## src/rtl/mod_updown_counter.sv

```systemverilog
// Parametrised synchronous up/down counter with modulus, parallel load, wrap or
// saturate at the limits, a combinational terminal-count flag and a registered overflow pulse.
module mod_updown_counter #(
  parameter int              WIDTH    = 4,
  parameter longint unsigned MODULUS  = 16,
  parameter bit              SATURATE = 1'b0
) (
  input  logic             clk,
  input  logic             rst,
  input  logic             en,
  input  logic             up,
  input  logic             load,
  input  logic [WIDTH-1:0] load_val,
  output logic [WIDTH-1:0] q,
  output logic             tc,
  output logic             ovf
);

  // Top of the count range; MODULUS may equal 2**WIDTH, so it is held in 64 bits
  // and only the WIDTH-bit maximum is carried into the datapath.
  localparam logic [WIDTH-1:0] MAXV = WIDTH'(MODULUS - 64'd1);

  generate
    if (WIDTH < 1 || WIDTH > 32) begin : g_bad_width
      $error("mod_updown_counter: WIDTH must be in 1..32");
    end
    if (MODULUS < 64'd2 || MODULUS > (64'd1 << WIDTH)) begin : g_bad_modulus
      $error("mod_updown_counter: MODULUS must be in 2..2**WIDTH");
    end
  endgenerate

  logic at_max, at_min;
  assign at_max = (q == MAXV);
  assign at_min = (q == '0);

  assign tc = up ? at_max : at_min;

  // Limits are tested before any +/-1, so no intermediate value exceeds WIDTH bits.
  always_ff @(posedge clk) begin
    if (!rst) begin
      q   <= '0;
      ovf <= 1'b0;
    end else if (load) begin
      q   <= (load_val > MAXV) ? MAXV : load_val;
      ovf <= 1'b0;
    end else if (en) begin
      if (up) begin
        if (at_max) begin
          ovf <= 1'b1;
          if (!SATURATE) q <= '0;
        end else begin
          q   <= q + 1'b1;
          ovf <= 1'b0;
        end
      end else begin
        if (at_min) begin
          ovf <= 1'b1;
          if (!SATURATE) q <= MAXV;
        end else begin
          q   <= q - 1'b1;
          ovf <= 1'b0;
        end
      end
    end else begin
      ovf <= 1'b0;
    end
  end

endmodule

```

## config.mk

```make
export PLATFORM = sky130hd
export DESIGN_NAME = mod_updown_counter
export DESIGN_NICKNAME = d
export VERILOG_FILES = /design/src/rtl/mod_updown_counter.sv
export SDC_FILE = /design/constraint.sdc
export NUM_CORES = 1
export LEC_CHECK = 0
export CAP_MARGIN = 15
export CORE_AREA = 5 5 42 44
export CTS_CLUSTER_SIZE = 16
export DETAILED_ROUTE_END_ITERATION = 6
export DIE_AREA = 0 0 47 49
export PLACE_DENSITY_LB_ADDON = 0.15
export SLEW_MARGIN = 20
export SYNTH_ARGS = -nofsm -noshare
export SYNTH_HDL_FRONTEND = slang
export SYNTH_SLANG_ARGS = --single-unit
```

## constraint.sdc

```tcl
create_clock -name clk -period 1.5 [get_ports clk]
set_clock_uncertainty 0.2 [all_clocks]
set_input_delay 0.225 -clock clk [delete_from_list [all_inputs] [get_ports clk]]
set_output_delay 0.225 -clock clk [all_outputs]
set_load 0.1 [all_outputs]
```

Figure 1. Port wiring.
Scale bar: 10 um.
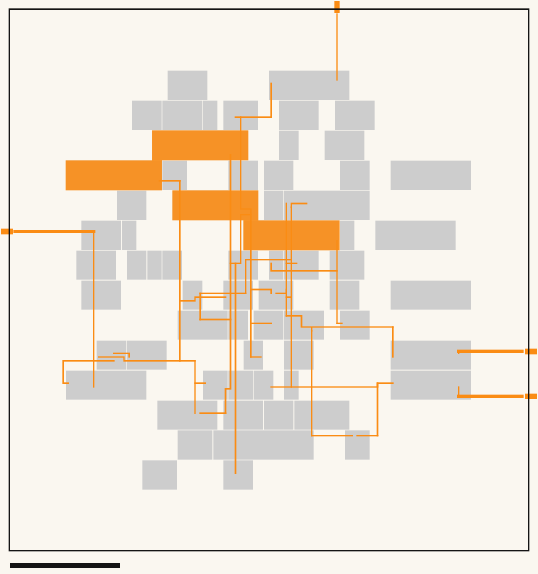
colour	port	bits	direction	edge	end cells	buffers	wire
orange	q	4	output	2 right, 1 top, 1 left	4	8	278 um

Figure 2. Cells by drive strength.
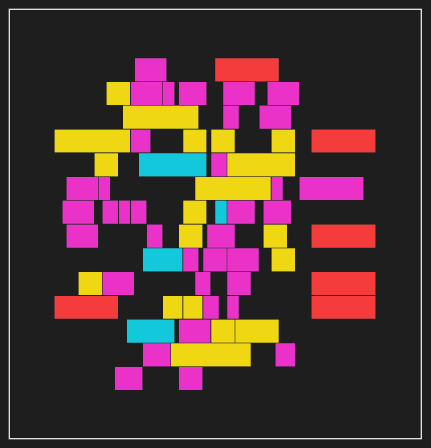
colour	size	cells	share
red	_6 and larger	6	9.2%
magenta	_0 and _1 cells	36	55%
yellow	_3 and _4 cells	19	29%
cyan	_2 cells	4	6.2%

Figure 3. Cell classes on the final placement.
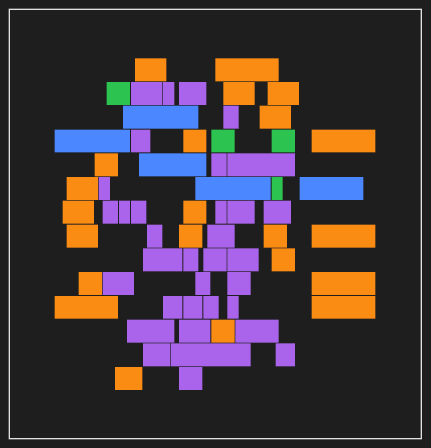
colour	class	cells	share of their area
purple	combinational and other logic	34	41%
green	clock drivers and dummy loads	4	3.9%
orange	remaining buffers and delay cells	22	38%
blue	sequential cells	5	17%

Figure 4. Cell density map.
9 x 10 tiles, from black (low) to pale yellow (high), 0 to 100% covered.
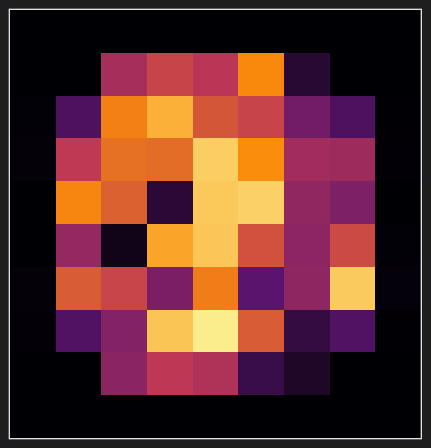
densest ninth of the die	centre
nearly empty tiles	42%
tiles over 75% full	11%
mean over tiles	29%
fullest tile	96%

Figure 5. Track usage over the die.
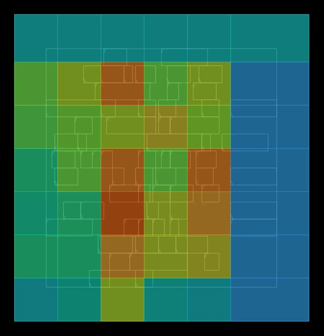
total track usage: 10.49%
GRT Max-Usage Layer: met2

## cells by family (layout without fill, tap and decap cells)
kind of cell               Yosys count  after routing  synth area share [%]
buffers and inverters                4             30                 4.463
xor gates and xnor gates             3              3                 7.808
AOI/OAI and AO/OA                   14             14                 29.74
and+or+nand+nor                     10             10                 17.85
adders and majority gates            2              2                 7.434
DFF                                  5              5                 29.74
muxes                                1              1                 2.974
## stage by stage
| stage | std cells | power (mW) | setup WS [ns] | area [um^2] |
|---|---|---|---|---|
| final | 81 | 0.5950 | -0.2201 | 695.7 |
| after global routing | 81 | 0.6300 | -0.2814 | 695.7 |
| after floorplan | 39 | 0.3213 | -0.7042 | 382.9 |
| after global placement | 77 | 0.4406 | -0.2946 | 663.1 |
| after detailed placement | 77 | 0.4424 | -0.3230 | 663.1 |
| after CTS | 81 | 0.6031 | -0.2352 | 695.7 |
## flip-flops by register name, indices dropped and copies added (netlist names)
| name | flops |
|---|---|
| ovf | 1 |
| q | 4 |
## synthesized netlist by cell type
cell type	number	area, um^2
a21boi_0	1	7.510
o21ai_0	4	20.02
a21bo_1	1	10.01
inv_1	2	7.510
ha_1	2	25.02
o211a_1	1	10.01
nand2b_1	1	6.260
o21bai_1	1	7.510
inv_2	2	7.510
nand4_1	1	6.260
dfxtp_1	5	100.1
and4_1	1	8.760
a21oi_1	3	15.01
o31ai_1	1	7.510
o311a_1	1	10.01
mux2i_1	1	10.01
nor3_1	1	5.000
xnor2_1	3	26.28
and2_1	1	6.260
nor4b_1	1	8.760
nand2_1	3	11.26
a211oi_2	1	12.51
or4_1	1	7.510
## area by class of cell
type                       instances  area (um^2)  area share (%)
timing repair buffer              22        259.0           37.23
multi-input combinational         30        257.7           37.05
sequential                         5        112.6           16.19
clock buffer                       4        26.28           3.777
inverter                           4        20.02           2.878
tap                               16        20.02           2.878
==> results.txt <==
Implementation run completed; key figures follow.

Detailed routing:
- The run puts the post-detailed-route wirelength per cell at 12.65 um.
- The first routing iteration left 5 violations.
- The run gives the uppermost layer routed as met4.
- The run puts the number of iterations in the first detailed-routing pass at 3.
- The post-route report lists met1 wire length as 403 um.
- The run gives the number of nets with antenna violations after detailed routing as 0.
- The script logs the ratio of routed vias to standard cells as 4.778.
- The run gives the number of remaining DRC errors as 0.
- The run gives the sum of routed wire length over all layers as 1025 um.
- The run puts the length of routed met3 wiring at 83 um.
- The run puts the via count at 387.
- The run gives the wire length on met2 as 531 um.

Cells and area:
- The run puts the layout overhead on the synthesized area at 106.7%.
- The run gives the dominant logic cell type in the layout as buf_4.
- Cells with a size suffix above 1 make up 44.62% of the layout.
- The run gives the fill cell instance count of the final layout as 140.
- The run puts the fraction of the core area covered by cells at the end of the flow at 49.64%.
- The run puts the net total in the final layout at 77.
- In the layout the commonest cells are 8 x buf_4, 7 x clkdlybuf4s50_1, 6 x buf_12.
- 0 antenna diodes ended up in the layout.

Setup path:
- Per the OpenROAD timing report, the critical path contains 5 cells.
- The run puts the biggest fanout along the worst timing path at 3.
- The run gives the data arrival time of the critical path as 1.30 ns.
- The run gives the worst-case register-to-register setup slack as -0.08 ns.
- The most critical setup path has its startpoint at q[0].
- Listed in order, past its start point the critical path passes inv_4, ha_4, nand2b_4, o31ai_4, buf_12.
- The run gives the critical path capture point as tc.
- Counting cells, the worst reg-to-reg path comes to 6.
- STA puts the critical path data required time at 1.07 ns.
- The run gives the element type at the critical path start as a register.
- The worst setup path is captured at an output port.
- Broken down by cell family, the worst path's largest delay share belongs to flip-flops.
- The run puts the maximum cell stage delay along the critical path at 0.35 ns.
- For reference, the most critical setup path is categorized as register to output port.
- The run gives the reg-to-reg startpoint as q[0].
- The run gives the reg-to-reg endpoint as q[3].
- The number of buffers and inverters on the critical path is 2.
- The slowest stage of the critical path belongs to the cell dfxtp_4.

Hold path:
- The run gives the cell count of the worst hold path as 2.
- The run gives the worst hold path class as input pin to register.
- The run gives the hold-critical path endpoint as q[0].
- The run gives the source of the worst hold timing path as load_val[0].

Floorplan:
- The run gives the starting utilization of the core area as 24.02%.
- The run puts the area of the placeable core at 0.001401 mm^2.
- The run gives the die width as 47 um.
- In this run the count of I/O pins placed on the die edge is 15.
- The run gives the area of the chip as 0.002303 mm^2.
- In this run the vertical extent of the chip is 49 um.
- The run gives the count of standard-cell rows as 14.

Pwr:
- The highest supply drop recorded on VDD is 0.4857 mV.
- The run puts the leakage power at 0.2875 nW.
- The run gives the fraction of power spent switching nets as 37.79%.
- Combinational logic is responsible for 48.3% of the overall power.
- The run puts the relative contribution of the clock network to total power at 25.8%.
- The flow reports that sequential cells draw 25.9% of the design power.
- The run puts the internal portion of total power at 370.1 uW.
- The run puts the power attributed to combinational cells at 287 uW.
- The run puts the total power per unit cell area at 855.2 mW/mm^2.
- The flow reports power dissipated in sequential cells as 154 uW.
- The power report lists the clock group at 153 uW.
- Looking at the group totals, the largest power group turns out to be combinational logic.
- Summed over all nets, the switching power comes to 224.8 uW.

Global routing:
- The run gives the met3 usage as 7.011%.
- For this run, global-route usage on met2 was measured as 16.52%.
- The number of antenna violations at the first check in global routing is 0.
- The run puts the met1 usage in global routing at 11.21%.
- The run puts the first-pass GRT wire length at 1738 um.
- The run puts the number of global-route vias before repair at 407.
- Entering global routing, the biggest net connects 8 pins.
- The run gives the overflow left after global routing as 0.

Yosys:
- The run puts the synthesized area per cell at 8.630 um^2.
- The run puts the netlist area before placement at 336.6 um^2.
- The run gives the post-synthesis cell count as 39.
- The run gives the yosys stat cell total as 39.
- The run gives the post-synthesis net count as 50.
- The run gives the yosys warning tally as 0.
- The run gives the count of different cell masters after synthesis as 23.
- Summing the sequential cell areas from Yosys gives 29.74% of the chip area.
- The run puts the count of state elements after synthesis at 5.
- The run puts the yosys synthesis chip area at 336.6 um^2.

Flow run:
- Across all stage logs, warnings added up to 30.
- The report counts max-capacitance violations totalling 0.

Timing:
- Setup slack on the critical path of the routed design comes to -0.2201 ns.
- The run gives the measured slew at the worst slew-check pin as 0.2679 ns.
- Post-route period utilization is reported as 114.7%.
- Hold is met by 0.3921 ns.
- The max-slew check reports its worst relative slack as 81.89%.
- The run puts the final hold violation count at 0.
- The run gives the fmax as 581.4 MHz.
- Setup repair after global routing could not meet its margin everywhere.
- The run puts the minimum clock period at 1.720 ns.
- The run puts the number of max-slew violations in the final report at 0.
- The run puts the final number of setup-violating endpoints at 2.
- The run puts the aggregate negative setup slack at -0.2958 ns.

CTS:
- The report puts the hold buffer count at CTS at 0.
- In this run the deepest clock path goes through 2 buffers.
- The run puts the post-cts sizing count at 4.
- The run gives the buffers inserted during post-CTS setup optimization as 0.
- The run gives the clock slew at the register clock pins of the worst setup and hold paths as 0.04 ns.
- The run puts the CTS sink count at 5.
- The run gives the clock latency on the worst-skew pair as 0.24 ns.
- Looking at the clock tree report, the root buffer type is clkbuf_4.
- In this run, CTS created clock tree buffers numbering 3.
- The run gives the total number of H-tree levels as 1.
- TritonCTS built the clock tree.

Run status:
- The final reports fail on setup timing.
- The flow ran to the end, but the final reports show violations.

Placement:
- The run puts the count of input and output buffers at 14.
- After legalization and detailed placement, the total HPWL measured 846.5 um.
- The congestion estimate from routability-driven global placement came to 0.6913.
Power and IR drop assume default switching activity.
